## src/rtl/sipo_pkg.sv

```systemverilog
// Shared state type, sizing constants and the parity helper for the sipo_deser receiver.
// The parity helper is only referenced when SIPO_PARITY_EN is defined.
package sipo_pkg;

  typedef enum logic [1:0] {
    IDLE,
    SHIFT,
    PARITY
  } sipo_state_e;

  localparam int unsigned DEF_WIDTH = 4;
  localparam int unsigned CNT_W     = $clog2(DEF_WIDTH + 1);
  localparam int unsigned PAR_MAX_W = 64;

  // Parity bit the transmitter must append so that data plus parity has the requested sense.
  function automatic logic calc_parity(input logic [PAR_MAX_W-1:0] data, input logic odd);
    return (^data) ^ odd;
  endfunction

endpackage

```

## src/rtl/sipo_deser_if.sv

```systemverilog
// Serial line plus parallel valid/ready bus of the sipo_deser receiver.
// master = the deserializer, slave = the serial source / word consumer side.
interface sipo_deser_if
  import sipo_pkg::*;
#(
  parameter int unsigned WIDTH = DEF_WIDTH
);

  logic             sl;
  logic             sin;
  logic             pout_ready;
  logic             pout_valid;
  logic [WIDTH-1:0] pout;

  modport master (input sl, sin, pout_ready, output pout, pout_valid);
  modport slave  (output sl, sin, pout_ready, input pout, pout_valid);

endinterface

```

## src/rtl/sipo_out_buf.sv

```systemverilog
// One-entry valid/ready holding register with sticky overrun detection.
// Carries a per-word error flag alongside the data when SIPO_PARITY_EN is defined.
module sipo_out_buf
  import sipo_pkg::*;
#(
  parameter int unsigned WIDTH = DEF_WIDTH
) (
  input  logic             clk,
  input  logic             rst_n,
  input  logic             load_i,
  input  logic [WIDTH-1:0] data_i,
  input  logic             ready_i,
  input  logic             clr_i,
`ifdef SIPO_PARITY_EN
  input  logic             err_i,
  output logic             err_o,
`endif
  output logic [WIDTH-1:0] data_o,
  output logic             valid_o,
  output logic             overrun_o
);

  logic [WIDTH-1:0] data_q;
  logic             valid_q;
  logic             overrun_q;
  logic             handshake;
  logic             accept;

`ifdef SIPO_PARITY_EN
  logic             err_q;
`endif

  assign handshake = valid_q && ready_i;
  assign accept    = load_i && (!valid_q || ready_i);

  // A new word may replace the held one only when the consumer takes it on the same edge;
  // otherwise the new word is lost and the overrun set beats a simultaneous clear.
  always_ff @(posedge clk or negedge rst_n) begin
    if (!rst_n) begin
      data_q    <= '0;
      valid_q   <= 1'b0;
      overrun_q <= 1'b0;
`ifdef SIPO_PARITY_EN
      err_q     <= 1'b0;
`endif
    end else begin
      if (accept) begin
        data_q  <= data_i;
        valid_q <= 1'b1;
`ifdef SIPO_PARITY_EN
        err_q   <= err_i;
`endif
      end else if (handshake) begin
        valid_q <= 1'b0;
`ifdef SIPO_PARITY_EN
        err_q   <= 1'b0;
`endif
      end

      if (load_i && !accept) begin
        overrun_q <= 1'b1;
      end else if (clr_i) begin
        overrun_q <= 1'b0;
      end
    end
  end

  assign data_o    = data_q;
  assign valid_o   = valid_q;
  assign overrun_o = overrun_q;
`ifdef SIPO_PARITY_EN
  assign err_o     = err_q;
`endif

endmodule

```

## src/rtl/sipo_deser.sv

```systemverilog
// Serial-in parallel-out receiver for the PISO link: frame FSM, shift register and bit counter.
// Defining SIPO_PARITY_EN appends one checked parity bit to every frame.
module sipo_deser
  import sipo_pkg::*;
#(
  parameter int unsigned WIDTH      = DEF_WIDTH,
  parameter int unsigned MSB_FIRST  = 1,
  parameter int unsigned PARITY_ODD = 0
) (
  input  logic                       clk,
  input  logic                       rst_n,
  sipo_deser_if.master               bus,
  input  logic                       overrun_clr,
  output logic                       busy,
  output logic [$clog2(WIDTH+1)-1:0] bit_cnt,
  output logic                       overrun
`ifdef SIPO_PARITY_EN
  ,
  output logic                       parity_err
`endif
);

  localparam int unsigned     CntW     = $clog2(WIDTH + 1);
  localparam logic [CntW-1:0] LastData = CntW'(WIDTH - 1);

  if (WIDTH < 2 || WIDTH > PAR_MAX_W || PARITY_ODD > 1) begin : g_bad_param
    $error("sipo_deser: WIDTH must be 2..64 and PARITY_ODD 0 or 1");
  end

  sipo_state_e      state_q;
  logic [WIDTH-1:0] shift_q;
  logic [CntW-1:0]  bitCnt_q;
  logic [WIDTH-1:0] shift_d;
  logic             wordDone;
  logic [WIDTH-1:0] word;

  always_comb begin
    if (MSB_FIRST != 0) begin
      shift_d = {shift_q[WIDTH-2:0], bus.sin};
    end else begin
      shift_d = {bus.sin, shift_q[WIDTH-1:1]};
    end
  end

`ifdef SIPO_PARITY_EN
  logic wordErr;

  // The data is already complete in the shift register; the parity edge only adds the check bit.
  assign wordDone = bus.sl && (state_q == PARITY);
  assign word     = shift_q;
  assign wordErr  = bus.sin != calc_parity(PAR_MAX_W'(shift_q), PARITY_ODD != 0);
`else
  assign wordDone = bus.sl && (state_q == SHIFT) && (bitCnt_q == LastData);
  assign word     = shift_d;
`endif

  // A low sl between bits discards the partial frame; after a completed frame the FSM parks
  // in SHIFT with a zero count so a back-to-back frame needs no gap cycle.
  always_ff @(posedge clk or negedge rst_n) begin
    if (!rst_n) begin
      state_q  <= IDLE;
      shift_q  <= '0;
      bitCnt_q <= '0;
    end else if (!bus.sl) begin
      state_q  <= IDLE;
      shift_q  <= '0;
      bitCnt_q <= '0;
    end else begin
      unique case (state_q)
        IDLE: begin
          shift_q  <= shift_d;
          bitCnt_q <= CntW'(1);
          state_q  <= SHIFT;
        end
        SHIFT: begin
          shift_q <= shift_d;
          if (bitCnt_q == LastData) begin
`ifdef SIPO_PARITY_EN
            bitCnt_q <= bitCnt_q + 1'b1;
            state_q  <= PARITY;
`else
            bitCnt_q <= '0;
            state_q  <= SHIFT;
`endif
          end else begin
            bitCnt_q <= bitCnt_q + 1'b1;
          end
        end
        PARITY: begin
          bitCnt_q <= '0;
          state_q  <= SHIFT;
        end
        default: begin
          state_q  <= IDLE;
          shift_q  <= '0;
          bitCnt_q <= '0;
        end
      endcase
    end
  end

  assign busy    = (bitCnt_q != '0);
  assign bit_cnt = bitCnt_q;

  sipo_out_buf #(
    .WIDTH(WIDTH)
  ) u_out_buf (
    .clk      (clk),
    .rst_n    (rst_n),
    .load_i   (wordDone),
    .data_i   (word),
    .ready_i  (bus.pout_ready),
    .clr_i    (overrun_clr),
`ifdef SIPO_PARITY_EN
    .err_i    (wordErr),
    .err_o    (parity_err),
`endif
    .data_o   (bus.pout),
    .valid_o  (bus.pout_valid),
    .overrun_o(overrun)
  );

endmodule
```

## src/flat_wrapper.sv

```systemverilog
// flat-port wrapper written by rule: the top's interface ports become plain ports
module sipo_deser_flat import sipo_pkg::*;
#(
  parameter int unsigned WIDTH      = DEF_WIDTH,
  parameter int unsigned MSB_FIRST  = 1,
  parameter int unsigned PARITY_ODD = 0
)
  (clk, rst_n, overrun_clr, busy, bit_cnt, overrun, bus_sl, bus_sin, bus_pout_ready, bus_pout, bus_pout_valid);
  sipo_deser_if #(.WIDTH(WIDTH)) bus_i ();
  input  logic clk;
  input  logic rst_n;
  input  logic overrun_clr;
  output logic busy;
  output logic [$clog2(WIDTH+1)-1:0] bit_cnt;
  output logic overrun;
  input wire logic [$bits(bus_i.sl)-1:0] bus_sl;
  input wire logic [$bits(bus_i.sin)-1:0] bus_sin;
  input wire logic [$bits(bus_i.pout_ready)-1:0] bus_pout_ready;
  output wire logic [$bits(bus_i.pout)-1:0] bus_pout;
  output wire logic [$bits(bus_i.pout_valid)-1:0] bus_pout_valid;
  assign bus_i.sl = bus_sl;
  assign bus_i.sin = bus_sin;
  assign bus_i.pout_ready = bus_pout_ready;
  assign bus_pout = bus_i.pout;
  assign bus_pout_valid = bus_i.pout_valid;
  sipo_deser #(.WIDTH(WIDTH), .MSB_FIRST(MSB_FIRST), .PARITY_ODD(PARITY_ODD)) u_core (.clk(clk), .rst_n(rst_n), .bus(bus_i), .overrun_clr(overrun_clr), .busy(busy), .bit_cnt(bit_cnt), .overrun(overrun));
endmodule
```

## config.mk

```make
export PLATFORM = sky130hd
export DESIGN_NAME = sipo_deser_flat
export DESIGN_NICKNAME = d
export VERILOG_FILES = /design/src/rtl/sipo_pkg.sv /design/src/rtl/sipo_deser_if.sv /design/src/rtl/sipo_out_buf.sv /design/src/rtl/sipo_deser.sv /design/src/flat_wrapper.sv
export SDC_FILE = /design/constraint.sdc
export NUM_CORES = 1
export LEC_CHECK = 0
export CAP_MARGIN = 20
export CORE_AREA = 2 2 39 41
export CTS_CLUSTER_DIAMETER = 150
export CTS_CLUSTER_SIZE = 24
export DETAILED_ROUTE_END_ITERATION = 8
export DIE_AREA = 0 0 41 43
export GPL_TIMING_DRIVEN = 0
export PLACE_DENSITY = 0.71
export SYNTH_ARGS = -nofsm -noshare
export SYNTH_HDL_FRONTEND = slang
export SYNTH_HIERARCHICAL = 1
export SYNTH_SLANG_ARGS = --single-unit
```

## constraint.sdc

```tcl
create_clock -name clk -period 3.09 [get_ports clk]
set_clock_uncertainty 0.2 [all_clocks]
set_input_delay 0.618 -clock clk [delete_from_list [all_inputs] [get_ports clk]]
set_output_delay 0.618 -clock clk [all_outputs]
set_load 0.02 [all_outputs]
```

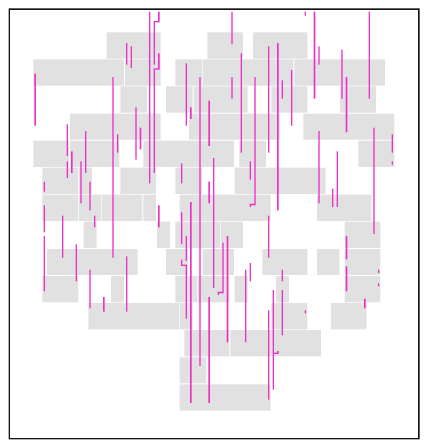
Fig. 1. The metal 2 layer (run 1).
Cells faint in the background.
wire length on this layer: 399 µm
share of all routed wire: 47%
nets with wire on the layer: 60

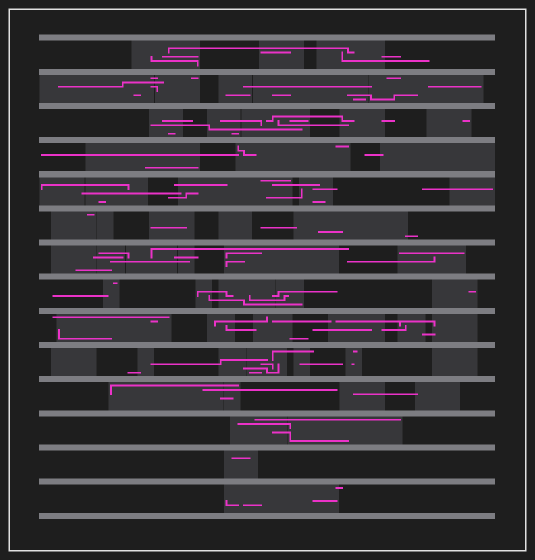
Fig. 2. Metal 1 (run 1).
Supply wires on this layer in gray. Cells faint in the background.
longest straight run: 15.6 µm
main direction: horizontal
nets with wire on the layer: 52
share of all routed wire: 44%

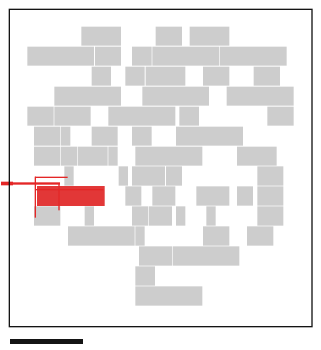
Fig. 3. I/O nets highlighted (run 1).
Scale bar: 10 µm.
legend:
  red:
    port: `overrun`
    bits: 1
    direction: output
    edge: left
    end_cells: 1
    buffers: 1
    wire: 28.7 µm
port bufs: 15
ports placed on the boundary: 16

==> run 1: cell usage after synthesis, types with 2 or more instances <==
| cell type | number |
|---|---|
| sky130_fd_sc_hd__dfrtp_1 | 13 |
| sky130_fd_sc_hd__ha_1 | 2 |
| sky130_fd_sc_hd__inv_1 | 4 |
| sky130_fd_sc_hd__and2_2 | 3 |
| sky130_fd_sc_hd__nand2b_1 | 2 |
| sky130_fd_sc_hd__mux2_4 | 4 |
==> run 1: layout make-up <==
type | instances | area share (%)
Inverter | 4 | 2.024
Tap cell | 16 | 2.698
Multi-Input combinational cell | 21 | 27.15
Buffer | 1 | 0.5059
Timing Repair Buffer | 15 | 20.24
Sequential cell | 13 | 43.84
Clock buffer | 4 | 3.541
==> run notes, run 1 <==
Purpose: to document the outcome of synthesis and place and route.

Placement
Prior to clock tree synthesis, the placed netlist has a worst setup slack of 803.8 ps. Once placement completed, the tool counted placed cells totaling 70. The post-place instance area is 715.7 µm².

Yosys
Summing every instance area after synthesis gives 545.5 µm². Summing the areas of all fa, ha and maj instances in the mapped netlist gives 4.587% of the synthesized area. The most used flip-flop cell after synthesis is sky130_fd_sc_hd__dfrtp_1. Counting every net in the synthesized netlist gives 47. Looking at area per cell type in the netlist, the leader is sky130_fd_sc_hd__dfrtp_1. The number of enable flip-flop cells is 0. The share of synthesized area occupied by flip-flops and latches is 59.63%.

The fraction of synthesized cell area taken by the top area cell type is 59.63%. In the synthesized netlist the async set-or-reset flop fraction comes to 100.0%. Summing the areas of all compound-gate instances in the mapped netlist gives 2.752% of the synthesized area.

The tally of yosys warning messages is 6. The tally of unique sky130hd cells used after synthesis is 17. The synthesis run shows multiplexers occupying 11.01% of the cell area.

The number of cells in the yosys synthesis report is 39.

Clock tree
The clock sink total is 13. TritonCTS built the clock tree. Counting the buffers created by CTS gives 3. The H-tree depth is 1. At the later pin of the worst-skew pair, clock insertion delay measures 270 ps. The report puts the hold buffer count at CTS at 0.

GRT
The layer with the highest usage is met2. The number of antenna violations at the first check in global routing is 0. After global routing the overflow that remains totals 0.

Worst setup path
The startpoint of the most critical setup path is u_core/bit_cnt[0]. The gate family responsible for the most delay along the worst path is buffers and inverters. STA puts the critical path data required time at 2270 ps. The timing endpoint of the critical path is busy. The largest stage delay on the critical path is 590 ps. Among all stages on the critical path, the largest delay is contributed by sky130_fd_sc_hd__clkdlybuf4s50_1.

The element type at the critical path start is a flip-flop. The reg-to-reg endpoint is u_core/u_out_buf/data_o[0]. Per the OpenROAD timing report, the critical path contains 4 cells.

The data arrival at the endpoint of the critical path is 1560 ps. The critical path is of the flip-flop to output port type. The largest driver fanout on the critical path is 3.

Finish
The final report lists a non-filler cell total of 74. By instance count after routing, the leading logic cell types are 15 x sky130_fd_sc_hd__clkdlybuf4s50_1, 13 x sky130_fd_sc_hd__dfrtp_1, 4 x sky130_fd_sc_hd__inv_1, 4 x sky130_fd_sc_hd__mux2_4. After routing the design area is 742.0 µm². The leading cell type in the layout, fill and taps excluded is sky130_fd_sc_hd__clkdlybuf4s50_1. Between the synthesized netlist and the finished layout, the area growth was recorded as 36.01%. Once layout is complete, the utilization of the core stands at 53.62%.

Floorplan
The overall die width is 41 µm. The vertical die dimension is 43 µm. The total area inside the core boundary comes to 0.001384 mm².

The site row count is 14.

STA
The setup violation total in the final timing report is 0. The flow reports an fmax of 420.7 MHz. The number of failing hold endpoints at the final stage is 0. The final critical-path share of the clock period is 76.92%.

Run
In this run the tools logged warnings totalling 27.

Detailed routing
Per the post-route antenna check, the number of violating nets is 0. The length of routed wiring on met1 is 377 µm. The detailed router reports a met3 wire length of 61 µm.

Per the detail_route report, vias per standard cell equal 4.500. The highest metal layer carrying signal wires in the routed design is met4. For this run, design rule violations remaining after detail routing come to 0. The iteration count of the initial detailed-routing pass is 1.

Power
The power in the clock group is 102 µW. The script extracted a total leakage power of 0.0003506 µW. Per report_power, the Sequential row totals 188 µW. IR analysis of the VDD net gives a maximum drop of 0.0003066 V.

The sequential cell fraction of total power is 52.3%. For the combinational group, total power comes out at 70.0 µW.

Hold path
Hold analysis shows the worst path with a depth of 1. According to the hold report, the worst path is of the flip-flop to flip-flop type. For hold timing, the worst endpoint is u_core/u_out_buf/data_o[3]. The source of the worst hold timing path is u_core/shift_q[2].

Outcome
The run finished with clean final reports.
## Run 2: what changed since run 1
Clock period 3.09 ns to 2.37 ns, I/O delays scaled along.
==> run notes, run 2 <==
Purpose: to document the outcome of synthesis and place and route.

Detailed routing
The DRC violations left is 0 (unchanged). The via density per instance is 4.500 (unchanged). The highest layer used for signal routing is met4 (unchanged).

The length of routed wiring on met1 is 377 µm (unchanged). The iteration count of the initial detailed-routing pass is 1 (unchanged). The met3 layer wire length in the routed design was 61 µm (unchanged).

Clock tree
The CTS tree is done (unchanged). The H-tree depth is 1 (unchanged). The number of buffers created by CTS is 3 (unchanged). The clock sink total is 13 (unchanged).

Floorplan
The number of top-level pins is 16 (unchanged). The vertical die dimension is 43 µm (unchanged). The placeable core region came to 0.001384 mm² (unchanged). The site row count is 14 (unchanged).

Yosys
The combined area of all synthesized cells is 545.5 µm² (unchanged). The flip-flop cell with the highest count after synthesis is sky130_fd_sc_hd__dfrtp_1 (unchanged). Post-synth top cells: 13 x sky130_fd_sc_hd__dfrtp_1, 4 x sky130_fd_sc_hd__inv_1, 4 x sky130_fd_sc_hd__mux2_4, 3 x sky130_fd_sc_hd__and2_2 (unchanged). The fraction of synthesized cell area taken by the top area cell type came to 59.63% (unchanged). The register bit count reported by yosys is 13 (unchanged).

The top cell type by instance count after synthesis is sky130_fd_sc_hd__dfrtp_1 (unchanged). The number of cells in the yosys synthesis report was 39 (unchanged). The number of enable flip-flop cells is 0 (unchanged). The fraction of synthesis flops using an asynchronous set or reset pin is 100.0% (unchanged).

The tally of yosys warning messages is 6 (unchanged). The tally of unique sky130hd cells used after synthesis is 17 (unchanged). The number of nets produced by synthesis was 47 (unchanged).

Worst setup path
The element type at the critical path start was a flip-flop (unchanged). The startpoint of the most critical setup path is u_core/bit_cnt[0] (unchanged). The slowest stage cell on the critical path is sky130_fd_sc_hd__clkdlybuf4s50_1 (unchanged). The data arrival at the endpoint of the critical path came to 1560 ps (about the same).

The largest driver fanout on the critical path was 3 (unchanged). The number of stages on the worst setup path is 4 (unchanged). The largest stage delay on the critical path was 590 ps (about the same). The reg-to-reg endpoint is u_core/u_out_buf/data_o[0] (unchanged).

The required time at the endpoint of the critical path is 1700 ps (was 2270 ps). The class of the most critical setup path was flip-flop to output port (unchanged). The timing endpoint of the critical path is busy (unchanged).

The gate family responsible for the most delay along the worst path is buffers and inverters (unchanged).

Placement
The total instance count after detailed placement is 70 (unchanged). The setup slack after placement is 227.8 ps (was 803.8 ps). The count of port buffers added during placement is 15 (unchanged). The post-place instance area is 715.7 µm² (unchanged).

Hold path
The cell count of the worst hold path was 1 (unchanged). The sink of the worst hold path is u_core/u_out_buf/data_o[3] (unchanged). The class of the tightest hold or removal check is flip-flop to flip-flop (unchanged). The source of the worst hold timing path was u_core/shift_q[2] (unchanged).

Power
The power share of the clock group was 28.3% (about the same). The leakage power total is 0.0003506 µW (unchanged). The sequential power is 246 µW (was 188 µW). The highest ir drop seen on vdd came to 0.0003998 V (was 0.0003066 V). The power in the clock group was 133 µW (was 102 µW).

STA
Based on the critical path, the design can be clocked at up to 447.8 MHz. In the finished design, the share of the clock period the worst path needs comes to 94.22%. The setup violation total in the final timing report is 0 (unchanged).

Finish
The post-layout instance count excluding filler cells was 74 (unchanged). The area added between synthesis and finish came to 36.01% (unchanged). The cell area after layout is 742.0 µm² (unchanged). The leading cell type in the layout, fill and taps excluded is sky130_fd_sc_hd__clkdlybuf4s50_1 (unchanged).

GRT
The aggregate global routing overflow is 0 (unchanged). The number of antenna violations at the first check in global routing came to 0 (unchanged). The layer with the highest usage was met2 (unchanged).

Outcome
Result of the run: complete, no violations (unchanged).
## run 2: cell counts after synthesis
Identical to the previous run, type by type.
## run 2: cell families (layout without fill, tap and decap cells)
family / after synthesis / after routing / synth area share, %
flops: 13 / 13 / 59.63
simple gates: 13 / 13 / 18.58
buf+inv: 5 / 24 / 3.439
mux: 4 / 4 / 11.01
fa+ha+maj: 2 / 2 / 4.586
compound gates: 2 / 2 / 2.753
## run 2: final cells by class
type | instances | area [µm²] | area share [%]
clock buffers | 4 | 26.28 | 3.541
repair buffers | 15 | 150.1 | 20.24
inverters | 4 | 15.01 | 2.024
plain buffers | 1 | 3.754 | 0.5059
flip-flops and latches | 13 | 325.3 | 43.84
multi-input cells | 21 | 201.4 | 27.15
well taps | 16 | 20.02 | 2.698
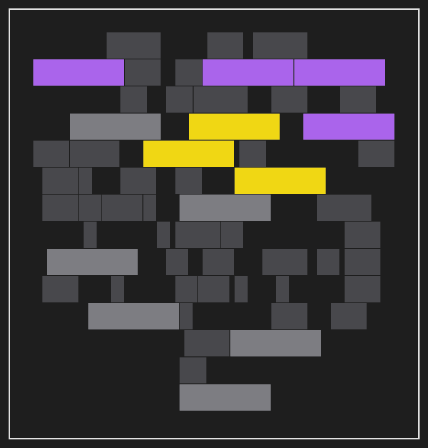
Fig. 4. Where the registers sit (run 2).
legend:
  yellow:
    name_in_the_netlist: `u_core/shift_q`
    flops: 3
  purple:
    name_in_the_netlist: `u_core/u_out_buf/data_o`
    flops: 4

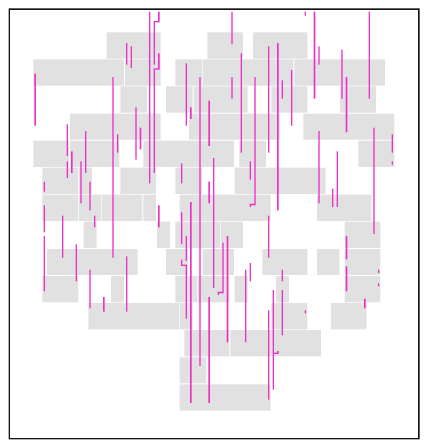
Fig. 5. The metal 2 layer (run 2).
Cells faint in the background.
nets with wire on the layer: 60
longest straight run: 28.9 µm
share of all routed wire: 47%

## Run 3: what changed since run 2
Settings changed: DONT_BUFFER_PORTS set to 1, PLACE_DENSITY 0.71 to not set.
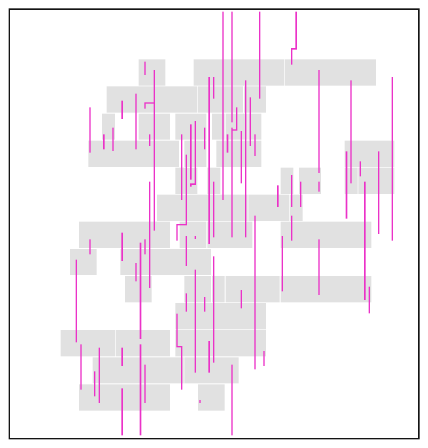
Fig. 6. The metal 2 layer (run 3).
Cells faint in the background.
share of all routed wire: 49%
nets with wire on the layer: 48
wire length on this layer: 395 µm
longest straight run: 18.8 µm
DR vias: 294
Detailed Route WL: 809 µm
met2 routing resource usage after global routing: 18.13%

==> run notes, run 3 <==
Purpose: to document the outcome of synthesis and place and route.

Outcome
Result of the run: complete, no violations (unchanged).

Floorplan
The placeable core region came to 0.001384 mm² (unchanged). The number of top-level pins is 16 (unchanged). The site row count is 14 (unchanged).

Detailed routing
The number of routed nets with antenna violations came to 0 (unchanged). The DRC violations left is 0 (unchanged). The met3 layer wire length in the routed design is 74 µm (was 61 µm). The via density per instance is 4.900 (was 4.500).

Finish
The sequential share of cell area is 54.05% (was 43.84%). The biggest cell category by area in the final layout is flip-flops and latches (unchanged). The inverter tally of the final layout excluding the clock network is 4 (unchanged).

Highest-count cells in the layout ignoring fill and taps: 13 x sky130_fd_sc_hd__dfrtp_1, 4 x sky130_fd_sc_hd__inv_1, 4 x sky130_fd_sc_hd__mux2_4 (was 15 x sky130_fd_sc_hd__clkdlybuf4s50_1, 13 x sky130_fd_sc_hd__dfrtp_1, 4 x sky130_fd_sc_hd__inv_1, 4 x sky130_fd_sc_hd__mux2_4). The cell area after layout is 601.8 µm² (was 742.0 µm²).

Yosys
The library cell occupying the most area in the post-synthesis netlist is sky130_fd_sc_hd__dfrtp_1 (unchanged). The number of nets produced by synthesis is 47 (unchanged). The dominant non-sequential cell family after synthesis is simple AND/OR/NAND/NOR gates (unchanged). The number of cells in the yosys synthesis report is 39 (unchanged). The area fraction in full adders, half adders and majority gates is 4.587% (unchanged).

The top cell type by instance count after synthesis is sky130_fd_sc_hd__dfrtp_1 (unchanged). The register bit count reported by yosys came to 13 (unchanged). The flip-flop cell with the highest count after synthesis is sky130_fd_sc_hd__dfrtp_1 (unchanged).

The fraction of synthesized cell area taken by the top area cell type is 59.63% (unchanged). The number of enable flip-flop cells came to 0 (unchanged). The tally of unique sky130hd cells used after synthesis came to 17 (unchanged). The fraction of synthesis flops using an asynchronous set or reset pin is 100.0% (unchanged).

Power
The combinational-cell power consumption is 38.0 µW (was 91.3 µW). The sequential power was 264 µW (was 246 µW).

Clock tree
The CTS tree is done (unchanged). The clock latency at the later pin of the worst-skew pair is 280 ps (was 270 ps). The number of buffers created by CTS is 3 (unchanged). The number of buffers added to fix hold violations after cts came to 1 (was 0).

Placement
The count of port buffers added during placement is 0 (was 15). The setup slack after placement is 579.4 ps (was 227.8 ps).

GRT
The number of antenna violations at the first check in global routing was 0 (unchanged).

Worst setup path
The largest driver fanout on the critical path came to 3 (unchanged). The required time at the endpoint of the critical path is 1700 ps (about the same). The reg-to-reg endpoint is u_core/u_out_buf/data_o[1] (was u_core/u_out_buf/data_o[0]). The class of the most critical setup path was flip-flop to output port (unchanged). The startpoint of the most critical setup path is u_core/bit_cnt[0] (unchanged). The element type at the critical path start is a flip-flop (unchanged).

Run
The OpenROAD warning count came to 27 (unchanged).

STA
The final critical-path share of the clock period is 81.10% (was 94.22%). The setup violation total in the final timing report came to 0 (unchanged).

Hold path
The source of the worst hold timing path is bus_sl (was u_core/shift_q[2]).
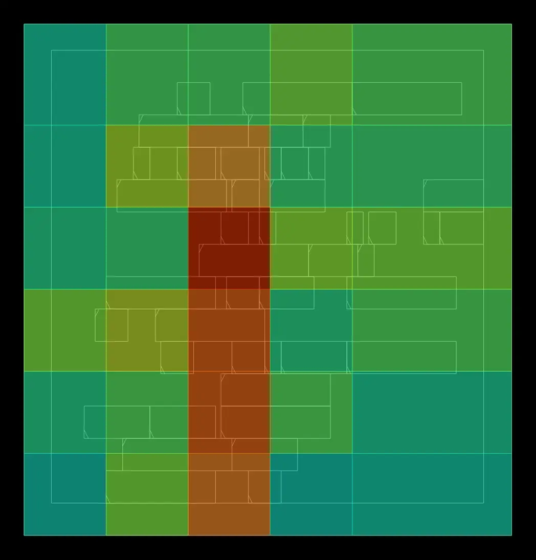
Fig. 7. Track usage over the die (run 3).
most used routing layer in global routing: met2
met1 track demand over resource in global routing: 11.68%
GRT met3 Usage: 5.236%

==> run 3: cell counts after synthesis <==
Identical to the previous run, type by type.
==> run 3: worst min path at each step <==
stage / end / slack [ps] / cells after the start
5_1_grt: u_core/state_q[0] / 70 / 1
2_1_floorplan: u_core/bit_cnt[0] / -20 / 0
6_report: u_core/state_q[0] / 90 / 1
3_5_place_dp: u_core/u_out_buf/data_o[3] / -20 / 0
4_1_cts: u_core/state_q[0] / 80 / 1
3_3_place_gp: u_core/u_out_buf/data_o[3] / -20 / 0
==> run 3: critical path: stages (launching register included) <==
cell	delay, ps
sky130_fd_sc_hd__dfrtp_1	480
sky130_fd_sc_hd__inv_1	100
sky130_fd_sc_hd__ha_1	200
sky130_fd_sc_hd__nand2b_1	180
No activity file was given, so power comes from the tool's default toggle rates.
